File: src/rtl/gpio_led_ctrl_if.sv
// GPIO merge / LED channel bundle between the M3 GPIO ports, the LED controller and the board pins.
// master drives M3 GPIO and channel configuration; slave returns the merged GPIO buffer and LED drive.
interface gpio_led_ctrl_if #(
   parameter int CHANNELS  = 4,
   parameter int CNT_WIDTH = 27
);
   logic [CHANNELS-1:0]           gpio_out;
   logic [CHANNELS-1:0]           gpio_en;
   logic [CHANNELS-1:0]           gpio_state;
   logic [2*CHANNELS-1:0]         mode;
   logic [CNT_WIDTH*CHANNELS-1:0] period;
   logic [CHANNELS-1:0]           period_load;
   logic [CHANNELS-1:0]           led;
   logic [CHANNELS-1:0]           tick;

   modport master (
      output gpio_out, gpio_en, mode, period, period_load,
      input  gpio_state, led, tick
   );

   modport slave (
      input  gpio_out, gpio_en, mode, period, period_load,
      output gpio_state, led, tick
   );
endinterface

File: src/rtl/gpio_led_ctrl.sv
// Merges M3 GPIO outputs into the gpioin buffer and drives per-channel LEDs (follow/blink/one-shot/on).
// GPIO merge has 1 cycle latency, LED follow 2 cycles; no backpressure, every input is sampled each cycle.
module gpio_led_ctrl #(
   parameter int CHANNELS       = 4,
   parameter int CNT_WIDTH      = 27,
   parameter int DEFAULT_PERIOD = 40500000
) (
   input  logic           clk,
   input  logic           reset,
   gpio_led_ctrl_if.slave bus
);
   localparam logic [CNT_WIDTH-1:0] PERIOD_RST = CNT_WIDTH'(DEFAULT_PERIOD);
   localparam logic [CNT_WIDTH-1:0] CNT_ONE    = CNT_WIDTH'(1);
   localparam logic [1:0] M_FOLLOW = 2'b00;
   localparam logic [1:0] M_BLINK  = 2'b01;
   localparam logic [1:0] M_SHOT   = 2'b10;

   logic [CHANNELS-1:0]  gpio_state_q, gpio_state_d, gpio_prev;
   logic [CHANNELS-1:0]  blink_q, blink_d, pulse_q, pulse_d;
   logic [CHANNELS-1:0]  led_q, led_d, tick_q, tick_d;
   logic [CHANNELS-1:0]  trig, wrap, mode_chg;
   logic [1:0]           mode_q [CHANNELS];
   logic [1:0]           mode_in [CHANNELS];
   logic [CNT_WIDTH-1:0] cnt_q [CHANNELS];
   logic [CNT_WIDTH-1:0] cnt_d [CHANNELS];
   logic [CNT_WIDTH-1:0] period_q [CHANNELS];
   logic [CNT_WIDTH-1:0] period_d [CHANNELS];

   assign gpio_state_d = (gpio_state_q & ~bus.gpio_en) | (bus.gpio_out & bus.gpio_en);

   always_comb begin
      for (int i = 0; i < CHANNELS; i++) begin
         mode_in[i]  = bus.mode[2*i +: 2];
         trig[i]     = gpio_state_q[i] & ~gpio_prev[i];
         wrap[i]     = (cnt_q[i] == period_q[i]);
         mode_chg[i] = (mode_q[i] != mode_in[i]);
      end
   end

   always_comb begin
      blink_d = blink_q;
      pulse_d = pulse_q;
      tick_d  = '0;
      led_d   = led_q;
      for (int i = 0; i < CHANNELS; i++) begin
         cnt_d[i]    = cnt_q[i];
         period_d[i] = bus.period_load[i] ? bus.period[CNT_WIDTH*i +: CNT_WIDTH] : period_q[i];

         // LED follows the newly selected mode immediately; flags still hold their pre-change value.
         case (mode_in[i])
            M_FOLLOW: led_d[i] = gpio_state_q[i];
            M_BLINK:  led_d[i] = blink_q[i];
            M_SHOT:   led_d[i] = pulse_q[i];
            default:  led_d[i] = 1'b1;
         endcase

         if (mode_chg[i]) begin
            cnt_d[i]   = '0;
            blink_d[i] = 1'b0;
            pulse_d[i] = 1'b0;
         end else if (bus.period_load[i]) begin
            cnt_d[i] = '0;
         end else begin
            case (mode_in[i])
               M_BLINK: begin
                  if (wrap[i]) begin
                     blink_d[i] = ~blink_q[i];
                     cnt_d[i]   = '0;
                     tick_d[i]  = 1'b1;
                  end else begin
                     cnt_d[i] = cnt_q[i] + CNT_ONE;
                  end
               end
               M_SHOT: begin
                  // A retrigger beats a same-cycle expiry, so the pulse stretches without a tick.
                  if (trig[i]) begin
                     pulse_d[i] = 1'b1;
                     cnt_d[i]   = '0;
                  end else if (pulse_q[i]) begin
                     if (wrap[i]) begin
                        pulse_d[i] = 1'b0;
                        cnt_d[i]   = '0;
                        tick_d[i]  = 1'b1;
                     end else begin
                        cnt_d[i] = cnt_q[i] + CNT_ONE;
                     end
                  end else begin
                     cnt_d[i] = '0;
                  end
               end
               default: cnt_d[i] = '0;
            endcase
         end
      end
   end

   always_ff @(posedge clk or posedge reset) begin
      if (reset) begin
         gpio_state_q <= '0;
         gpio_prev    <= '0;
         blink_q      <= '0;
         pulse_q      <= '0;
         led_q        <= '0;
         tick_q       <= '0;
         for (int i = 0; i < CHANNELS; i++) begin
            mode_q[i]   <= M_FOLLOW;
            cnt_q[i]    <= '0;
            period_q[i] <= PERIOD_RST;
         end
      end else begin
         gpio_state_q <= gpio_state_d;
         gpio_prev    <= gpio_state_q;
         blink_q      <= blink_d;
         pulse_q      <= pulse_d;
         led_q        <= led_d;
         tick_q       <= tick_d;
         for (int i = 0; i < CHANNELS; i++) begin
            mode_q[i]   <= mode_in[i];
            cnt_q[i]    <= cnt_d[i];
            period_q[i] <= period_d[i];
         end
      end
   end

   assign bus.gpio_state = gpio_state_q;
   assign bus.led        = led_q;
   assign bus.tick       = tick_q;
endmodule
File: src/flat_wrapper.sv
// flat-port wrapper written by rule: the top's interface ports become plain ports
module gpio_led_ctrl_flat 
#(
   parameter int CHANNELS       = 4,
   parameter int CNT_WIDTH      = 27,
   parameter int DEFAULT_PERIOD = 40500000
)
  (clk, reset, bus_gpio_out, bus_gpio_en, bus_mode, bus_period, bus_period_load, bus_gpio_state, bus_led, bus_tick);
  gpio_led_ctrl_if #(.CHANNELS(CHANNELS), .CNT_WIDTH(CNT_WIDTH)) bus_i ();
  input  logic clk;
  input  logic reset;
  input wire logic [$bits(bus_i.gpio_out)-1:0] bus_gpio_out;
  input wire logic [$bits(bus_i.gpio_en)-1:0] bus_gpio_en;
  input wire logic [$bits(bus_i.mode)-1:0] bus_mode;
  input wire logic [$bits(bus_i.period)-1:0] bus_period;
  input wire logic [$bits(bus_i.period_load)-1:0] bus_period_load;
  output wire logic [$bits(bus_i.gpio_state)-1:0] bus_gpio_state;
  output wire logic [$bits(bus_i.led)-1:0] bus_led;
  output wire logic [$bits(bus_i.tick)-1:0] bus_tick;
  assign bus_i.gpio_out = bus_gpio_out;
  assign bus_i.gpio_en = bus_gpio_en;
  assign bus_i.mode = bus_mode;
  assign bus_i.period = bus_period;
  assign bus_i.period_load = bus_period_load;
  assign bus_gpio_state = bus_i.gpio_state;
  assign bus_led = bus_i.led;
  assign bus_tick = bus_i.tick;
  gpio_led_ctrl #(.CHANNELS(CHANNELS), .CNT_WIDTH(CNT_WIDTH), .DEFAULT_PERIOD(DEFAULT_PERIOD)) u_core (.clk(clk), .reset(reset), .bus(bus_i));
endmodule
File: config.mk
export PLATFORM = sky130hd
export DESIGN_NAME = gpio_led_ctrl_flat
export DESIGN_NICKNAME = d
export VERILOG_FILES = /design/src/rtl/gpio_led_ctrl_if.sv /design/src/rtl/gpio_led_ctrl.sv /design/src/flat_wrapper.sv
export SDC_FILE = /design/constraint.sdc
export NUM_CORES = 1
export LEC_CHECK = 0
export CAP_MARGIN = 10
export CORE_MARGIN = 3
export CORE_UTILIZATION = 55
export DETAILED_ROUTE_END_ITERATION = 10
export GPL_ROUTABILITY_DRIVEN = 0
export HOLD_SLACK_MARGIN = 0.05
export PLACE_DENSITY = 0.79
export SETUP_SLACK_MARGIN = 0.3
export SLEW_MARGIN = 20
export SYNTH_ARGS = -nofsm -noshare
export SYNTH_HDL_FRONTEND = slang
export SYNTH_SLANG_ARGS = --single-unit
File: constraint.sdc
create_clock -name clk -period 15.5 [get_ports clk]
set_clock_uncertainty 0.05 [all_clocks]
set_input_delay 3.1 -clock clk [delete_from_list [all_inputs] [get_ports clk]]
set_output_delay 3.1 -clock clk [all_outputs]
set_load 0.05 [all_outputs]
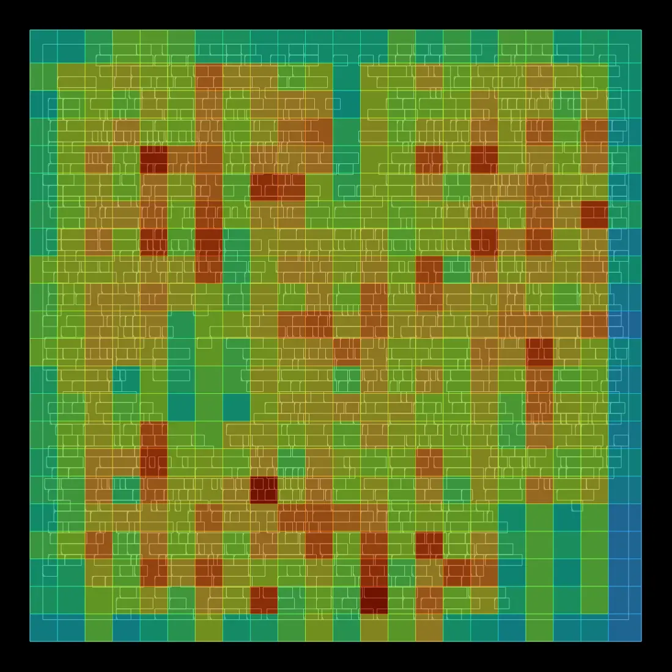
*Track usage over the die*
met1 Usage GRT: 0.2891
GR Layer Usage met3: 0.04247

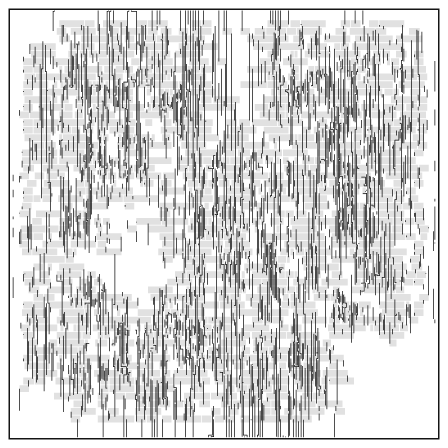
*Metal 2*
longest straight run: 60.9 um
wire length on this layer: 11700 um
Vias: 8000
met2 usage: 0.3355
Post-Route WL: 24.11 mm

==> results_slide.txt <==
Synthesis and Place & Route Summary

Power and ir drop
  • Logic pwr share: 0.094
  • Peak supply drop: ~0.000071 V
  • Top pwr grp: registers
  • Sequential power share: 0.497
  • Clk pwr: 0.000587 W
  • Clock power frac: 0.408
  • Final Total Pwr: between 0.001 and 0.0015 W
  • Net Switching: between 0.0003 and 0.0004 W
  • P_comb: between 0.0001 and 0.00015 W
  • Leakage: between 5 and 6 nW
  • P_int: 0.001108 W

Placement
  • HPWL Detailed: around 17 mm
  • Port Buf Inserts: 141
  • Cells after DPL: around 1400
  • Area of placed instances: 13580 um2

STA
  • Worst-Margin Slew: just over 0.9 ns
  • Pins Over Slew Limit: 0
  • Slew headroom: 0.3893
  • Final Hold Viols: 0
  • Post-layout period usage: 0.3189
  • Setup TNS Final: 0 ns
  • PnR worst setup slack: 10.56 ns

Floorplanning
  • Ports: ~140
  • Die W: 153.2 um
  • Height of the die: 153.2 um
  • Chip area: between 20000 and 25000 um2
  • # Taps: 275
  • Cell Rows: about 53
  • Fp_density: 0.5631

Route
  • Vias/cell: 5.453
  • Highest metal used: met5
  • Antenna Nets Post-Route: 0
  • Routed wl met3: ~1.2 mm
  • DR DRC count: 0
  • Metal2 WL: between 10 and 15 mm

Synthesis
  • Synth cell count leaders: 196 x dfrtp_1, 164 x xor2_1, 122 x nor2_1
  • Synth Area in XOR/XNOR: 0.1588
  • # Cells Yosys: around 1000
  • Synthesized area: about 12000 um2
  • Synthesized net count: between 1000 and 1500
  • Flops after synth: about 250
  • YS warnings: 0
  • Top area cell types: dfrtp_1 41%, xor2_1 12%, dfstp_2 11%
  • Most common reg cell: dfrtp_1
  • Count leader, synth: dfrtp_1
  • Mux area share: 0.1059
  • Mapped Cells: 1027
  • Adder Area Share: 0.02101

Critical path
  • WS Path Type: reg -> out
  • Critical Path Sink: bus_gpio_state[2]
  • Crit path DAT: 1.79 ns
  • Slowest CP cell: clkdlybuf4s50_1
  • Crit path depth: 1
  • Worst r2r src: u_core.cnt_q[13]$_DFF_PP0_
  • Crit end category: output pin
  • CP delay by family, top: buffers and inverters
  • Critical Path, Cell by Cell: clkdlybuf4s50_1

Cells and area
  • Logic area: between 5000 and 6000 um2
  • ClkCell Share: 0.05605
  • Share of layout cells above drive strength 1: 0.1879
  • Comb/total area: 0.3764
  • Nonclk buf count: about 150
  • Biggest Area Class: sequential cells
  • Non-clock buffer share: 0.1015
  • Finished Layout Cells: approximately 1500
  • Fin nets: around 1300

GRT
  • Total GRT Usage: 0.2061
  • GR Overflow Total: 0
  • Vias in the first global route: 8116

Clock network
  • CTS resizes: 0
  • Clock Sinks: between 200 and 250
  • CTS max path bufs: 3
  • CTS tree: done

Flow run
  • Max-cap violations: 0

Outcome
  • Status: finished, final reports clean
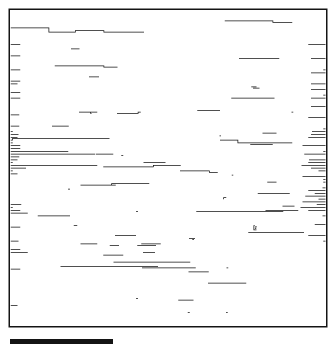
*Metal 3*
Scale bar: 50 um.
wire length on this layer: 1230 um
nets with wire on the layer: 103
main direction: horizontal

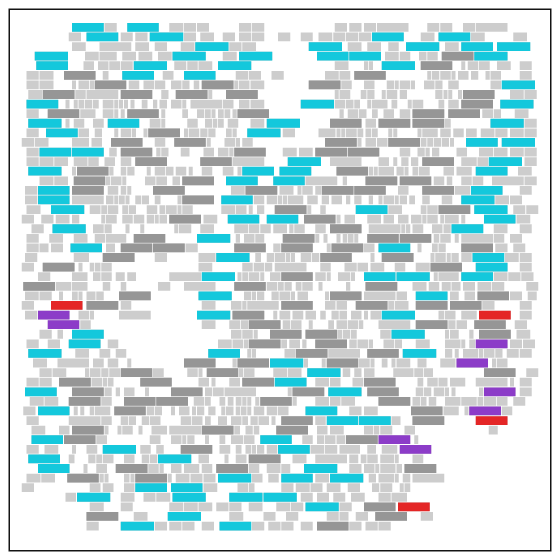
*Sequential cells grouped by signal name*
| colour | signal | sequential cells |
|---|---|---|
| purple | u_core.mode_q | 8 |
| red | u_core.bus.led | 4 |
| cyan | u_core.period_q | 108 |
not coloured: 128
final core utilization: 0.6817
Storage cell area: 6271 um2
sequential power: 0.000715 W
sequential cell area share: 0.4349

-- layout by cell type, fill, tap and decap left out, drive strengths merged, types with 11 or more instances in the layout --
master,instances
dfrtp,196
xor2,164
clkdlybuf4s50,141
nor2,122
mux2,112
xnor2,52
dfstp,52
nand3,45
clkbuf,42
nand4,35
nor4,33
nand2,31
inv,26
ha,20
nor3,20
a21oi,12
and3,11
and4,11
-- registers in the layout, indices dropped and copies added, names as in the netlist, named ones only --
signal and cells:
u_core.period_q 108, u_core.mode_q 8, u_core.cnt_q 108, u_core.gpio_prev 4
u_core.bus.led 4, u_core.pulse_q 4, u_core.bus.tick 4, u_core.blink_q 4
Power figures rest on the tool's default switching activity, not on a simulated workload.
